Fig. 1: run 1, met1 routing
Supply wires on this layer in gray.
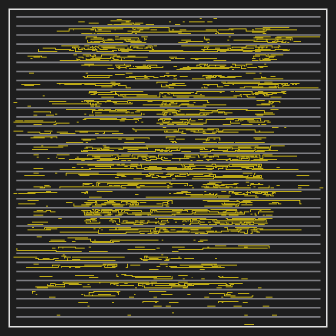
Fig. 2: run 1, a small window of the routed layout
The bar under the picture is 10 um long. Window x 32 to 62, y 32 to 62 um. Cells in gray, sequential cells in the stronger gray; small squares are vias.
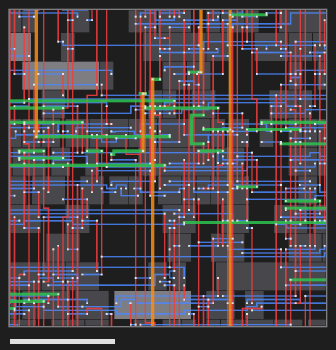
Fig. 3: run 1, routed metal, one color a layer
Two of the layers only.
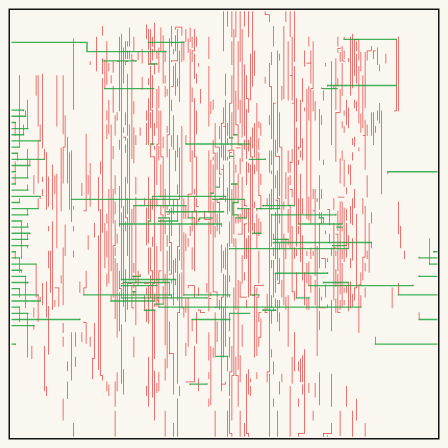
## config.mk

```make
export PLATFORM = sky130hd
export DESIGN_NAME = seq_param
export DESIGN_NICKNAME = d
export VERILOG_FILES = /design/src/rtl/seq_param_pkg.sv /design/src/rtl/seq_param_timer.sv /design/src/rtl/seq_param.sv
export SDC_FILE = /design/constraint.sdc
export NUM_CORES = 1
export LEC_CHECK = 0
export CORE_MARGIN = 1.5
export CORE_UTILIZATION = 40
export DETAILED_ROUTE_END_ITERATION = 6
export GPL_TIMING_DRIVEN = 0
export PLACE_DENSITY_LB_ADDON = 0.15
export SLEW_MARGIN = 20
export SYNTH_ARGS = -nofsm -noshare
export SYNTH_HDL_FRONTEND = slang
export SYNTH_SLANG_ARGS = --single-unit
export TNS_END_PERCENT = 5
```

## constraint.sdc

```tcl
create_clock -name clock -period 2.4 [get_ports clock]
set_input_delay 0.48 -clock clock [delete_from_list [all_inputs] [get_ports clock]]
set_output_delay 0.48 -clock clock [all_outputs]
set_load 0.05 [all_outputs]
```

## src/rtl/seq_param_pkg.sv

```systemverilog
// seq_param_pkg: opcode constants, FSM state encoding and clog2 helper shared by the sequencer (no ports)
package seq_param_pkg;
  localparam logic [3:0] Seq_NOP = 4'h0, Seq_LDI = 4'h1, Seq_LDR = 4'h2, Seq_CMD = 4'h3,
                         Seq_DMP = 4'h4, Seq_EQI = 4'h5, Seq_EQR = 4'h6, Seq_JXI = 4'h7,
                         Seq_JXR = 4'h8, Seq_JZI = 4'h9, Seq_JZR = 4'hA, Seq_LCI = 4'hB,
                         Seq_DJN = 4'hC, Seq_WAI = 4'hD;
  typedef enum logic [1:0] {READY, WAIT, ERROR} state_t;
  function automatic int clog2(input int v);
    int r;
    r = 0;
    while ((1 << r) < v) r++;
    return r;
  endfunction
endpackage

```

## src/rtl/seq_param_timer.sv

```systemverilog
// seq_param_timer: loadable down-counter, done high while count==1 (in: clock, reset active-low, load, value; out: done)
module seq_param_timer #(
  parameter int Width = 8
) (
  input  logic             clock,
  input  logic             reset,
  input  logic             load,
  input  logic [Width-1:0] value,
  output logic             done
);
  logic [Width-1:0] cnt;
  always_ff @(posedge clock)
    if (!reset) cnt <= '0;
    else cnt <= load ? value : (cnt != '0 ? cnt - Width'(1) : cnt);
  assign done = cnt == Width'(1);
endmodule

```

## src/rtl/seq_param.sv

```systemverilog
// seq_param: parametrised instruction sequencer (in: clock, reset active-low, inst, inst_en, ireg; out: inst_ready, next, oreg, oreg_wen, error)
module seq_param import seq_param_pkg::*; #(
  parameter int DataWidth   = 8,
  parameter int InRegCount  = 4,
  parameter int OutRegCount = 8
) (
  input  logic                             clock,
  input  logic                             reset,
  input  logic [3+DataWidth:0]             inst,
  input  logic                             inst_en,
  output logic                             inst_ready,
  input  logic [InRegCount*DataWidth-1:0]  ireg,
  output logic [DataWidth-1:0]             next,
  output logic [3+DataWidth:0]             oreg,
  output logic [OutRegCount-1:0]           oreg_wen,
  output logic                             error
);
  localparam int RW = clog2(InRegCount);
  localparam int OW = clog2(OutRegCount);
  state_t state, state_n;
  logic [DataWidth-1:0] acc, acc_n, cnt, cnt_n, next_n, imm, r, inc, dec;
  logic [3+DataWidth:0] oreg_n;
  logic [OutRegCount-1:0] wen_n, osel_hot;
  logic [3:0] op;
  logic error_n, accept, wai, done;
  assign op = inst[3+DataWidth -: 4];
  assign imm = inst[DataWidth-1:0];
  assign r = ireg[int'(imm[RW-1:0])*DataWidth +: DataWidth];
  assign osel_hot = OutRegCount'(1) << imm[OW-1:0];
  assign inc = next + DataWidth'(1);
  assign dec = cnt - DataWidth'(1);
  assign inst_ready = reset && state == READY;
  assign accept = inst_en && inst_ready;
  assign wai = accept && op == Seq_WAI && imm != '0;
  seq_param_timer #(.Width(DataWidth)) u_timer (
    .clock(clock),
    .reset(reset),
    .load(wai),
    .value(imm),
    .done(done)
  );
  always_comb begin
    state_n = (state == WAIT && done) ? READY : state;
    acc_n = acc;
    cnt_n = cnt;
    next_n = next;
    oreg_n = oreg;
    wen_n = '0;
    error_n = error;
    if (accept) begin
      next_n = inc;
      case (op)
        Seq_NOP: ;
        Seq_LDI: acc_n = imm;
        Seq_LDR: acc_n = r;
        Seq_CMD: begin oreg_n = {imm[DataWidth-1 -: 4], acc}; wen_n = osel_hot; end
        Seq_DMP: begin oreg_n = {4'h0, acc}; wen_n = osel_hot; end
        Seq_EQI: acc_n = acc == imm ? '0 : DataWidth'(1);
        Seq_EQR: acc_n = acc == r ? '0 : DataWidth'(1);
        Seq_JXI: next_n = imm;
        Seq_JXR: next_n = r;
        Seq_JZI: next_n = acc == '0 ? imm : inc;
        Seq_JZR: next_n = acc == '0 ? r : inc;
        Seq_LCI: cnt_n = imm;
        Seq_DJN: begin cnt_n = dec; next_n = dec != '0 ? imm : inc; end
        Seq_WAI: state_n = imm != '0 ? WAIT : READY;
        default: begin next_n = next; error_n = 1'b1; state_n = ERROR; end
      endcase
    end
  end
  always_ff @(posedge clock)
    if (!reset) begin
      state <= READY;
      acc <= '0;
      cnt <= '0;
      next <= '0;
      oreg <= '0;
      oreg_wen <= '0;
      error <= 1'b0;
    end else begin
      state <= state_n;
      acc <= acc_n;
      cnt <= cnt_n;
      next <= next_n;
      oreg <= oreg_n;
      oreg_wen <= wen_n;
      error <= error_n;
    end
endmodule

```

==> reports/metrics.yaml, run 1 <==
final_layout:
  diodes: 0
  layout.nonclk_buf_share_pct: 19.4
  clk_share_pct: 2.68
  fillers: 798
  lay_top_count: "clkdlybuf4s50_1"
  nNonClkInverters: 8
  combAreaFraction_pct: 48.9
  lay_top_cells: "clkdlybuf4s50_1, dfxtp_1, nor2_1"
  final_cells: 591
  drive_gt1_share_pct: 7.41
global_route:
  grt_pass1_wl_mm: 16.0
  use_met2_pct: 38.8
  grt_usage_pct: 23.1
  antenna_found_initial: 0
  gr-usage-met1_pct: 29.7
setup_path:
  crit_end: "inst_ready"
  cp_slowest_cell: "clkdlybuf4s50_1"
  crit_type: "primary input to output port"
  path_buffers: 2
  cp_max_fo: 5
  path_delay_family: "buffers and inverters"
  r2r-start: "cnt[0]$_SDFFE_PN0P_"
  cp.required_ns: 1.92
synthesis:
  ys_sh_adder_pct: 1.87
  ys.flop_type: "dfxtp_1"
  yosys_area_um2: 3350
  ys_top_logic_family: "simple AND/OR/NAND/NOR gates"
  avgSynthCellArea_um2: 8.22
  yosysMostFrequentCell: "dfxtp_1"
drt:
  highest_layer: "met4"
  wl_met3_um: 704
  drt-met1-wl_mm: 4.41
timing:
  rsz0062_at_grt: "yes"
  setup_ws_ns: 0.0486
  clock.fmax_mhz: 425
  finalHoldViolCount: 0
  fin_crit_ns: 2.35
pwr:
  ir_drop_mv: 0.302
  pg_comb_mw: 0.858
  power.density_nw_per_um2: 589
floorplanning:
  taps: 105
  die_h_um: 94.5
  core_area_um2: 8180
clock_network:
  cts_buffers: 5
  clkTransAtPathRegs_ns: 0.10
  cts_hold_buf: 0
  cts.sinks: 55
  cts_resized: 4
job:
  tool_warnings: 30
place:
  dp_hpwl_mm: 7.57
min_path:
  hold_class: "flip-flop to flip-flop"
outcome:
  status: "finished clean"
Back to the opening pictures, Fig. 1:
The wires run mostly horizontal. 482 nets have wire on it.

Back to the opening pictures, Fig. 2:
Key: met3 = green; met4 = orange; met1 = blue; met2 = red
Most frequent: nand2_1 (9), xor2_1 (8), clkbuf_1 (7). Netlist names of flops here include acc (1), oreg (1). Sequential cells in the window: 2. 80 logic cells have their middle in the window.

Back to the opening pictures, Fig. 3:
Key: met2 = red [wire length 4,800 um]; met3 = green [wire length 705 um]

==> inputs of run 2 (changes only) <==
DONT_BUFFER_PORTS = 1   (was default)
SETUP_SLACK_MARGIN = 0.1   (was default)
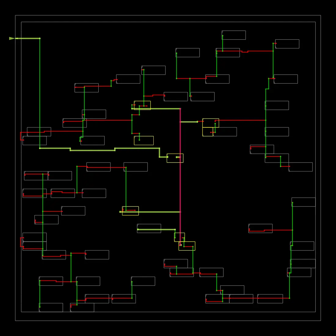
Fig. 4. The clock network (run 2).
number of CTS-inserted buffers: 5
final-layout clock buffer total: 5
clock skew: 0.0131 ns

==> run 2 against run 1 <==
- sequential power up 5%
- utilization down 8.3 points
- wire length down 2.5%
- global-route usage down 0.47 points
- largest cell class unchanged
- critical endpoint is now next[0]$_SDFFE_PN0P_
- sequential cell count unchanged
- final cell count down 11%
- synthesized area unchanged
- combinational power down 18%
==> reports/metrics.yaml, run 2 <==
setup_path:
  ff2ff_setup_slack_ns: 0.17
  crit_end: "next[0]$_SDFFE_PN0P_"
  crit_chain: "inv_1 > ha_1 > xnor2_1 > and4_2 > a311oi_4 > buf_4 > buf_4 > nor3_1 > a211oi_1 > a21oi_1"
  path_buffers: 3
  cp-start-kind: "flip-flop"
  r2r-start: "cnt[0]$_SDFFE_PN0P_"
  cp.required_ns: 2.62
  cp_slowest_cell: "dfxtp_1"
  crit_top_cell: "buf_4"
  crit_type: "flip-flop to flip-flop"
  reg2reg_to: "next[0]$_SDFFE_PN0P_"
  critical_path_arrival_ns: 2.44
  path_delay_family: "AND-OR/OR-AND gates"
  cp_max_fo: 4
min_path:
  holdCritStartpoint: "inst[2]"
  hold_depth: 2
  hold_class: "primary input to flip-flop"
pwr:
  power_switching_mw: 0.906
  total_power_mw: 2.41
  ir_drop_mv: 0.223
  power.density_nw_per_um2: 657
  pg_comb_mw: 0.705
  clk-power_mw: 0.586
  pwr-share-comb_pct: 29.2
place:
  dp.cells: 513
  dp_hpwl_mm: 7.28
  preCtsSetupSlack_ns: -0.0632
  postPlaceCellArea_um2: 3490
final_layout:
  final_cells: 524
  fillers: 832
  largestClassByArea: "logic gates"
  logic_area_um2: 2150
  logic_gate_count: 317
  combAreaFraction_pct: 58.5
  ff_latch_area_um2: 1100
  diodes: 0
  nNonClkInverters: 8
  layout.nets: 470
  lay_top_count: "dfxtp_1"
  drive_gt1_share_pct: 10.0
  lay_top_cells: "dfxtp_1, nor2_1, nand2_1"
  clk_share_pct: 2.80
  layout.nonclk_buf_share_pct: 4.19
  largest_reg_flops: 12
  design_area_um2: 3670
  buffers_excl_clock: 31
synthesis:
  ys_sh_adder_pct: 1.87
  fp_nets: 460
  mux_share_pct: 8.81
  ys_top_logic_family: "simple AND/OR/NAND/NOR gates"
  xor_area_share_pct: 5.49
  top_cells_by_area: "dfxtp_1, nor2_1, a21oi_1"
  yosysMostFrequentCell: "dfxtp_1"
  yosys_area_um2: 3350
  ys.flop_type: "dfxtp_1"
  avgSynthCellArea_um2: 8.22
floorplanning:
  die_h_um: 94.5
  taps: 105
  core_area_um2: 8180
  dieArea_um2: 8940
timing:
  fin_tns_setup_ns: 0
  rsz0062_at_grt: "yes"
  clock.fmax_mhz: 449
  worst_pin_slew_ns: 0.840
  finalHoldViolCount: 0
  fin_crit_ns: 2.23
  setup_ws_ns: 0.173
global_route:
  grt_usage_pct: 22.7
  gr-usage-met1_pct: 33.2
  antenna_found_initial: 0
  grt_pass1_wl_mm: 15.6
  grt_max_degree: 21
  use_met2_pct: 34.7
clock_network:
  cts_tree: "done"
  cts_resized: 1
  cts.sinks: 55
  htreeDepth: 2
  cts_hold_buf: 0
  clkTransAtPathRegs_ns: 0.12
  post_cts_buffers: 0
drt:
  wl_met3_um: 662
  highest_layer: "met4"
  drt-initial-drc-count: 217
  drt-met1-wl_mm: 4.75
  via_per_inst: 6.11
job:
  cap_violations: 0
  tool_warnings: 30
outcome:
  status: "finished clean"
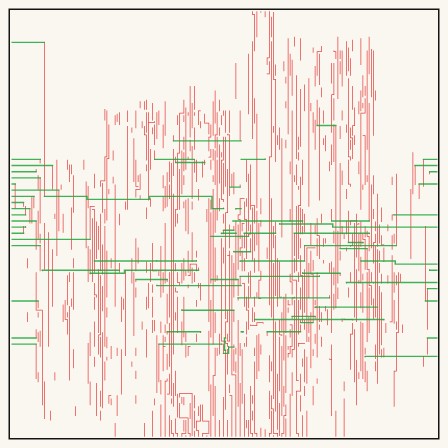
Fig. 5. Routed metal, one color a layer (run 2).
Two of the layers only.
Key: met2 = red [wire length 4,420 um]; met3 = green [wire length 663 um]

Power and IR drop assume default switching activity.
